Drive-strength map:
The bar under the picture is 20 um long.
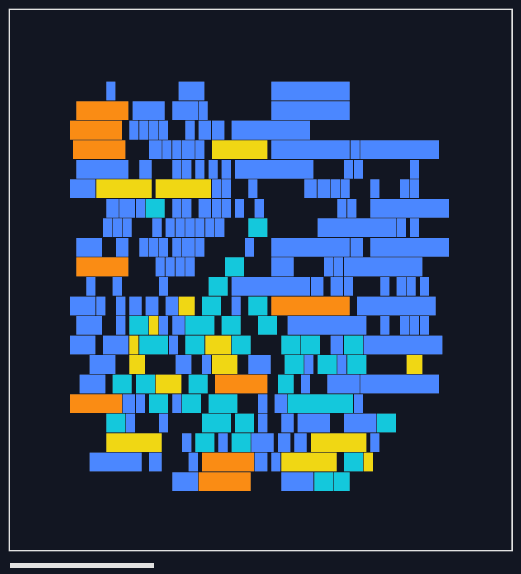
I/O pins on the die edge:
Pins as bars across the die edge, other pins in grey.
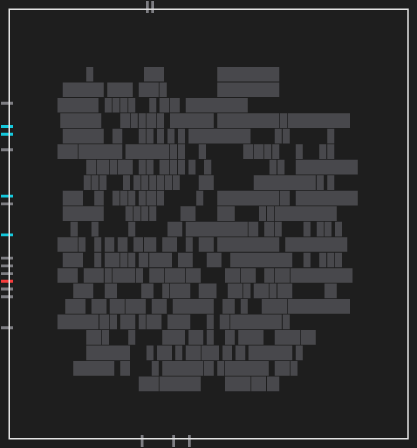
Placement by cell class:
The bar under the picture is 20 um long.
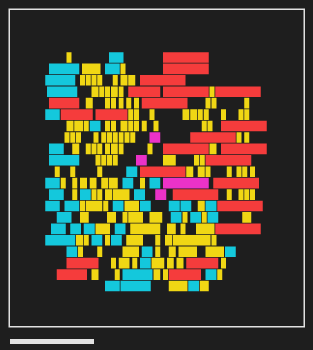
**config.mk**
```make
export PLATFORM = sky130hd
export DESIGN_NAME = pc_sequencer
export DESIGN_NICKNAME = d
export VERILOG_FILES = /design/src/rtl/pc_sequencer.sv
export SDC_FILE = /design/constraint.sdc
export NUM_CORES = 1
export LEC_CHECK = 0
export ABC_AREA = 1
export CAP_MARGIN = 20
export CORE_ASPECT_RATIO = 1.1
export CORE_MARGIN = 8
export CORE_UTILIZATION = 44
export DETAILED_ROUTE_END_ITERATION = 8
export PLACE_DENSITY_LB_ADDON = 0.1
export SYNTH_ARGS = -nofsm -noshare
export SYNTH_HDL_FRONTEND = slang
export SYNTH_SLANG_ARGS = --single-unit
```
**constraint.sdc**
```tcl
create_clock -name clk -period 1.9 [get_ports clk]
set_clock_uncertainty 0.2 [all_clocks]
set_input_delay 0.475 -clock clk [delete_from_list [all_inputs] [get_ports clk]]
set_output_delay 0.475 -clock clk [all_outputs]
set_load 0.1 [all_outputs]
```
**src/rtl/pc_sequencer.sv**
```systemverilog
// pc_sequencer: parametrised program-counter sequencer driving the program ROM address.
// Latency: one cycle; the control inputs sampled at a rising edge are reflected on pc after that edge.
// Backpressure: en=0 stalls and freezes all state; optional skip input when PCSEQ_SKIP_EN is defined.
//
// Actions: jump, conditional branch, call/return through a LIFO return stack, and increment.
// When en=1 exactly one action is taken per cycle: call > ret > jump > branch-taken > skip > increment.
//
// Ports:
//   clk, rst (synchronous, active high), en, jump, branch, cond, call, ret, target[ADDR_W]
//   skip (only with PCSEQ_SKIP_EN)
//   pc[ADDR_W], stack_empty, stack_full, stack_err (sticky until rst)
//
// The stack pointer counts occupied entries (0..STACK_DEPTH).
// Over/underflow turn the call/ret into a plain increment and set stack_err.
module pc_sequencer #(
    parameter int ADDR_W      = 4,
    parameter int STACK_DEPTH = 4,
    parameter int RESET_ADDR  = 0
) (
    input  logic              clk,
    input  logic              rst,
`ifdef PCSEQ_SKIP_EN
    input  logic              skip,
`endif
    input  logic              en,
    input  logic              jump,
    input  logic              branch,
    input  logic              cond,
    input  logic              call,
    input  logic              ret,
    input  logic [ADDR_W-1:0] target,
    output logic [ADDR_W-1:0] pc,
    output logic              stack_empty,
    output logic              stack_full,
    output logic              stack_err
);

    localparam int SP_W  = $clog2(STACK_DEPTH + 1);
    // Storage index width; the array is padded to a power of two so any index is in range.
    localparam int IDX_W = (STACK_DEPTH > 1) ? $clog2(STACK_DEPTH) : 1;
    localparam int SLOTS = 1 << IDX_W;

    localparam logic [ADDR_W-1:0] RST_PC = ADDR_W'(RESET_ADDR);

    logic [ADDR_W-1:0] pc_q, pc_d;
    logic [SP_W-1:0]   sp_q, sp_d;
    logic              err_q, err_d;
    logic [ADDR_W-1:0] stack_q [SLOTS];

    logic [ADDR_W-1:0] pc_inc;
    logic [ADDR_W-1:0] pc_step;
    logic              push_vld;
    logic [IDX_W-1:0]  push_idx;
    logic [IDX_W-1:0]  pop_idx;
    logic              is_empty;
    logic              is_full;

    assign is_empty = (sp_q == '0);
    assign is_full  = (sp_q == SP_W'(STACK_DEPTH));
    assign pc_inc   = pc_q + ADDR_W'(1);
    assign push_idx = IDX_W'(sp_q);
    assign pop_idx  = IDX_W'(sp_q - SP_W'(1));

`ifdef PCSEQ_SKIP_EN
    // Skip-next-instruction: also applies to a not-taken branch, which falls through here.
    assign pc_step = pc_q + (skip ? ADDR_W'(2) : ADDR_W'(1));
`else
    assign pc_step = pc_inc;
`endif

    always_comb begin
        pc_d     = pc_q;
        sp_d     = sp_q;
        err_d    = err_q;
        push_vld = 1'b0;
        if (en) begin
            if (call) begin
                // call also wins over a simultaneous ret, which is dropped.
                if (!is_full) begin
                    push_vld = 1'b1;
                    sp_d     = sp_q + SP_W'(1);
                    pc_d     = target;
                end else begin
                    pc_d  = pc_inc;
                    err_d = 1'b1;
                end
            end else if (ret) begin
                if (!is_empty) begin
                    sp_d = sp_q - SP_W'(1);
                    pc_d = stack_q[pop_idx];
                end else begin
                    pc_d  = pc_inc;
                    err_d = 1'b1;
                end
            end else if (jump) begin
                pc_d = target;
            end else if (branch && cond) begin
                pc_d = target;
            end else begin
                pc_d = pc_step;
            end
        end
    end

    always_ff @(posedge clk) begin
        if (rst) begin
            pc_q  <= RST_PC;
            sp_q  <= '0;
            err_q <= 1'b0;
        end else begin
            pc_q  <= pc_d;
            sp_q  <= sp_d;
            err_q <= err_d;
        end
    end

    // Stack contents carry no reset; a push coinciding with rst is discarded.
    always_ff @(posedge clk) begin
        if (!rst && push_vld) begin
            stack_q[push_idx] <= pc_inc;
        end
    end

    assign pc          = pc_q;
    assign stack_empty = is_empty;
    assign stack_full  = is_full;
    assign stack_err   = err_q;

endmodule

```
==> metrics.cfg <==
[drt]
dr.pass1.iters=4
drc=0
routed_wl_mm=3.25
wl_met2_mm=1.68

[critical_path]
r2r_start=sp_q[1]
critical-path-max-stage-delay_ns=0.35
critPathLaunch=sp_q[0]
crit_buf_inv=3
path_cells=inv_2, ha_4, inv_4, nor2_8, buf_12
cp.required_ns=1.22
regToRegSetupSlack_ns=0.09

[layout]
area_delta_synth_final_pct=38.0
combGateArea_um2=652
seq_share=0.335
dominant_cells=logic gates
regArea_um2=648

[synthesis]
netlist_instances=176
synth-async-reset-ratio=0
top_logic_kind=simple AND/OR/NAND/NOR gates
synthAdderAreaFrac=0.0535
syn_nets=194
top_area_frac=0.343
synth_top_cell_by_area=edfxtp_1

[pwr]
sw_frac_of_total=0.325
power_mw=1.51
switchingPower_uw=492

[hold_path]
min_to=stack_err
hp-class=flop to flop

[global_routing]
grt_usage=0.133
met1_usage=0.140
grt_busiest_layer=met2

[clocking]
h-tree-depth=1
cts_buffers=3
cts_root_buf=clkbuf_4

[run_status]
outcome=finished, violations left
violations=negative setup slack

[final_timing]
worst_slack_ns=-0.000886
maxSlewViolCount=0
setup_violations=1

[floorplan]
die-height_um=75.2

[placement]
postPlaceCellArea_mm2=0.00182
routabilityCongestion=0.905

About 'drive-strength map':
Key: drive 3 to 4 = cyan [cells 36]; drive 1 or less = blue [cells 159]; drive 6 and up = orange [cells 9]; drive 2 = yellow [cells 15]
cell area after layout: 0.00194 mm2
Buffers excl. clock: 43

About 'I/O pins on the die edge':
Key: pc = cyan [pins 4, direction output, edge left]; ret = red [pins 1, direction input, edge left]

About 'placement by cell class':
Key: clock drivers and dummy loads = magenta [cells 4, share of their area 2.8%]; other buffers and delay cells = cyan [cells 43, share of their area 23%]; flip-flops = red [cells 24, share of their area 34%]; all other logic = yellow [cells 148, share of their area 40%]
Cell Rows: 21
core area: 0.00305 mm2
final design utilization: 0.635

[repair_timing]
| item | 4_1_cts | 5_1_grt |
|---|---|---|
| pin swaps | 2 | 1 |
| endpoints found under the setup margin | 2 | 2 |
| gates resized | 5 | 0 |
| setup buffers | 5 | 3 |
[sequential cells by signal, indices dropped and copies added, names as in the netlist]
signal     flops
sp_q           3
stack_err      1
pc             4
stack_q       16
[cells in the final DEF (no fill, tap or decap), drive strengths merged, types with 2 or more instances in the layout]
master         instances
xnor2                  2
ha                     6
nor2                  25
nand2                 58
nand4                  2
nand3                  9
clkdlybuf4s50         11
inv                   24
dfxtp                  8
o21ai                 13
clkbuf                 3
a21oi                  6
buf                   32
edfxtp                16
